port_nets.png
(4 px per um)
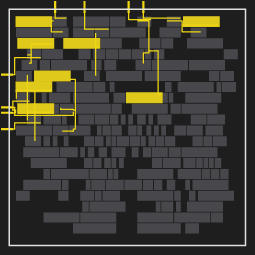
gate_families.png
(8 px per um)
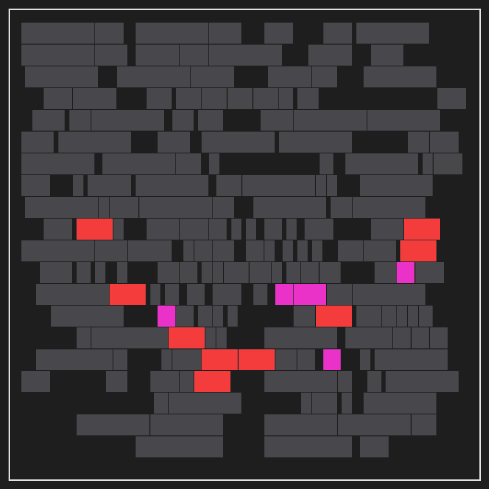
--- config.mk ---
export PLATFORM = sky130hd
export DESIGN_NAME = uart_rx
export DESIGN_NICKNAME = d
export VERILOG_FILES = /design/src/rtl/uart_rx.sv
export SDC_FILE = /design/constraint.sdc
export NUM_CORES = 1
export LEC_CHECK = 0
export CAP_MARGIN = 20
export CORE_UTILIZATION = 60
export CTS_BUF_LIST = sky130_fd_sc_hd__clkbuf_4 sky130_fd_sc_hd__clkbuf_8
export DETAILED_ROUTE_END_ITERATION = 12
export PLACE_DENSITY = 0.83
export SLEW_MARGIN = 20
export SYNTH_ARGS = -nofsm -noshare
export SYNTH_HDL_FRONTEND = slang
export SYNTH_SLANG_ARGS = --single-unit
--- constraint.sdc ---
create_clock -name clk -period 2.6 [get_ports clk]
set_clock_uncertainty 0.1 [all_clocks]
set_input_delay 0.52 -clock clk [delete_from_list [all_inputs] [get_ports clk]]
set_output_delay 0.52 -clock clk [all_outputs]
set_load 0.005 [all_outputs]
--- src/rtl/uart_rx.sv ---
// uart_rx: 8-bit asynchronous serial receiver with optional parity.
//
// The receiver oversamples the line at 8x the bit rate. After it sees a
// falling edge it confirms the start bit at mid-bit. It then samples each
// data bit, the optional parity bit and the stop bit at the middle of the bit.
//
// Parameters
//   CLK_FREQ   input clock frequency in Hz
//   BAUD_RATE  serial bit rate in bit/s
//   PARITY     "NONE", "EVEN" or "ODD"
//
// Ports
//   clk       system clock, rising-edge
//   rst       asynchronous active-high reset
//   rx        serial input, idles high, asynchronous to clk
//   rx_data   last correctly received byte
//   rx_rdy    one-clk pulse when rx_data is updated
//   rx_err    one-clk pulse on a framing or parity error
//   tx_bd_en  one-clk strobe at 1x baud, for pacing a transmitter

module uart_rx #(
  parameter int    CLK_FREQ  = 100_000_000,
  parameter int    BAUD_RATE = 115200,
  parameter string PARITY    = "NONE"
) (
  input  logic       clk,
  input  logic       rst,
  input  logic       rx,
  output logic [7:0] rx_data,
  output logic       rx_rdy,
  output logic       rx_err,
  output logic       tx_bd_en
);

  localparam int DIV8    = CLK_FREQ / (BAUD_RATE * 8);
  localparam int BCW     = (DIV8 > 1) ? $clog2(DIV8) : 1;
  localparam bit PAR_EN  = (PARITY != "NONE");
  localparam bit PAR_ODD = (PARITY == "ODD");

  if (DIV8 < 2) begin : g_div8_check
    $error("uart_rx: CLK_FREQ/(BAUD_RATE*8) must be at least 2");
  end

  if (!(PARITY == "NONE" || PARITY == "EVEN" || PARITY == "ODD")) begin : g_parity_check
    $error("uart_rx: PARITY must be NONE, EVEN or ODD");
  end

  typedef enum logic [2:0] {
    IDLE,
    START,
    DATA,
    PAR,
    STOP,
    WAIT_IDLE
  } state_t;

  logic [BCW-1:0] bcnt;
  logic [2:0]     tick;
  logic           rx_bd_en;
  logic           sync1;
  logic           rxs;

  state_t         state, state_n;
  logic [2:0]     tc, tc_n;
  logic [2:0]     bidx, bidx_n;
  logic [7:0]     shreg, shreg_n;
  logic           par_ok, par_ok_n;
  logic [7:0]     data_n;
  logic           rdy_n, err_n;

  // 8x oversampling tick generator, plus a divide-by-8 to get the 1x strobe
  always_ff @(posedge clk or posedge rst) begin
    if (rst) begin
      bcnt <= '0;
      tick <= '0;
    end else begin
      if (rx_bd_en) begin
        bcnt <= '0;
        tick <= tick + 3'd1;
      end else begin
        bcnt <= bcnt + 1'b1;
      end
    end
  end

  assign rx_bd_en = (bcnt == BCW'(DIV8 - 1));
  assign tx_bd_en = rx_bd_en && (tick == 3'd7);

  // Two-flop synchronizer; resets to the idle (high) line level
  always_ff @(posedge clk or posedge rst) begin
    if (rst) begin
      sync1 <= 1'b1;
      rxs   <= 1'b1;
    end else begin
      sync1 <= rx;
      rxs   <= sync1;
    end
  end

  // State and datapath registers
  always_ff @(posedge clk or posedge rst) begin
    if (rst) begin
      state   <= IDLE;
      tc      <= '0;
      bidx    <= '0;
      shreg   <= '0;
      par_ok  <= 1'b0;
      rx_data <= '0;
      rx_rdy  <= 1'b0;
      rx_err  <= 1'b0;
    end else begin
      state   <= state_n;
      tc      <= tc_n;
      bidx    <= bidx_n;
      shreg   <= shreg_n;
      par_ok  <= par_ok_n;
      rx_data <= data_n;
      rx_rdy  <= rdy_n;
      rx_err  <= err_n;
    end
  end

  // Next-state logic. Everything advances only on oversampling ticks.
  // In DATA, PAR and STOP, tc wraps 7->0 on its own, so sampling at tc==7
  // also opens the next bit window.
  always_comb begin
    state_n  = state;
    tc_n     = tc;
    bidx_n   = bidx;
    shreg_n  = shreg;
    par_ok_n = par_ok;
    data_n   = rx_data;
    rdy_n    = 1'b0;
    err_n    = 1'b0;
    if (rx_bd_en) begin
      case (state)
        IDLE: begin
          if (!rxs) begin
            state_n = START;
            tc_n    = '0;
          end
        end
        START: begin
          if (tc == 3'd3) begin
            if (!rxs) begin
              state_n  = DATA;
              tc_n     = '0;
              bidx_n   = '0;
              par_ok_n = 1'b1;
            end else begin
              state_n = IDLE;
            end
          end else begin
            tc_n = tc + 3'd1;
          end
        end
        DATA: begin
          tc_n = tc + 3'd1;
          if (tc == 3'd7) begin
            shreg_n = {rxs, shreg[7:1]};
            bidx_n  = bidx + 3'd1;
            if (bidx == 3'd7) begin
              state_n = PAR_EN ? PAR : STOP;
            end
          end
        end
        PAR: begin
          tc_n = tc + 3'd1;
          if (tc == 3'd7) begin
            par_ok_n = (((^shreg) ^ rxs) == PAR_ODD);
            state_n  = STOP;
          end
        end
        STOP: begin
          tc_n = tc + 3'd1;
          if (tc == 3'd7) begin
            if (!rxs) begin
              err_n   = 1'b1;
              state_n = WAIT_IDLE;
            end else if (!par_ok) begin
              err_n   = 1'b1;
              state_n = IDLE;
            end else begin
              data_n  = shreg;
              rdy_n   = 1'b1;
              state_n = IDLE;
            end
          end
        end
        WAIT_IDLE: begin
          if (rxs) begin
            state_n = IDLE;
          end
        end
        default: begin
          state_n = IDLE;
        end
      endcase
    end
  end

endmodule

==> reports/qor.txt <==
Synth Seq Share = 52.1%
Reg power frac = 55.3%
R2R Setup Slk = 370 ps
Cell area after placement = 2110 sq um
Clock network power = 0.000487 W
Area of the core = 3050 sq um
Ys async rst share = 100%
CTS tree = built
Pwr Density = 512 nW/um^2
Setup WS pre-CTS = 263 ps
Max layer used = met4
Sequential cell power = 0.000628 W
Rel. slew slack = 68.3%
Htree depth = 2
Worst hold path class = reg2reg
Synth Register Bits = 40
Endpoints failing hold = 0
Crit path time final = 2480 ps
P_sw = 0.000209 W
Worst Path Buf+Inv = 1
Detail Route met3 WL = 149 um
Type of the worst setup path = reg2out
Top area cell types = dfrtp_1 49%, mux2_2 7.0%, ha_1 5.8%, mux2_4 5.5%, xnor2_1 5.0%
Dominant cell area share = 49.4%
Vias in the first global route = 1297
CP top delay family = buffers and inverters
Reg2reg path depth = 7
Crit Path Max Fanout = 3
Cell internal pwr = 0.000926 W
Clock sinks = 40
Worst Setup End Kind = primary output
Multiplexer share = 13.0%
Total Routed Length = 3.43 mm
Combinational power share = 1.8%
Met3 Usage GRT = 7.25%
# diodes = 0
Most used logic cell in the final layout = dfrtp_1
Yosys Instances = 163
Synth Area in Simple Gates = 12.9%
Initial antenna violation count = 0
Fp_density = 63.1%
Die Height = 58.7 um
Post-synth EDFFs = 0
Clk ins delay skew pair = 350 ps
CP endpoint = tx_bd_en
Share of layout cells above drive strength 1 = 21.4%
Top-count cell post-synth = dfrtp_1
Gpl congestion = 0.913
Die X = 58.7 um
Slew at the pin closest to its max-slew limit = 475 ps
Total track usage = 22.7%
Area growth, synth to finish = 15.1%
Main flop type = dfrtp_1
Syn_nets = 175
Status = finished clean
Hold_sp = sync1
CP Cell Sequence = ha_1 > nand3_2 > nor3_4 > and2_1 > clkdlybuf4s50_1
Heaviest power group = sequential cells
CTS clock-pin slew for the worst setup and hold paths = 100 ps
Back to the opening pictures, port_nets.png:
| color | port | direction | edge | end cells | buffers | wire |
|---|---|---|---|---|---|---|
| yellow | rx_data | output | 4 top, 4 left | 8 | 8 | 221 um |
I/O Buffers: 13
I/O Pins: 14

Back to the opening pictures, gate_families.png:
| color | family | cells | most used |
|---|---|---|---|
| magenta | AND and OR gates | 5 | and2_1 |
| red | adder and majority cells | 9 | ha_1 |

[stage by stage]
stage	util (%)	power, W	instances	hold slack [ps]
global route	72.6	0.00117	226	266
finish	72.6	0.00114	226	261
detailed placement	69.2	0.000661	218	247
global placement	69.2	0.000661	218	247
floorplan	-	0.000653	163	245
CTS	72.6	0.00114	226	263
[sequential cells by signal, indices dropped and copies added (netlist names), 3 cells and up]
name,count
rx_data,8
shreg,8
bcnt,7
bidx,3
state,3
tc,3
tick,3
[area by class of cell]
cell class	instances	area, sq um
repair buffers	18	168
fillers	232	836
well taps	44	55.1
multi-input cells	112	875
inverters	5	18.8
flip-flops and latches	40	1000
clock inverters	2	60.1
clock buffers	5	37.5
Power and IR drop assume default switching activity.
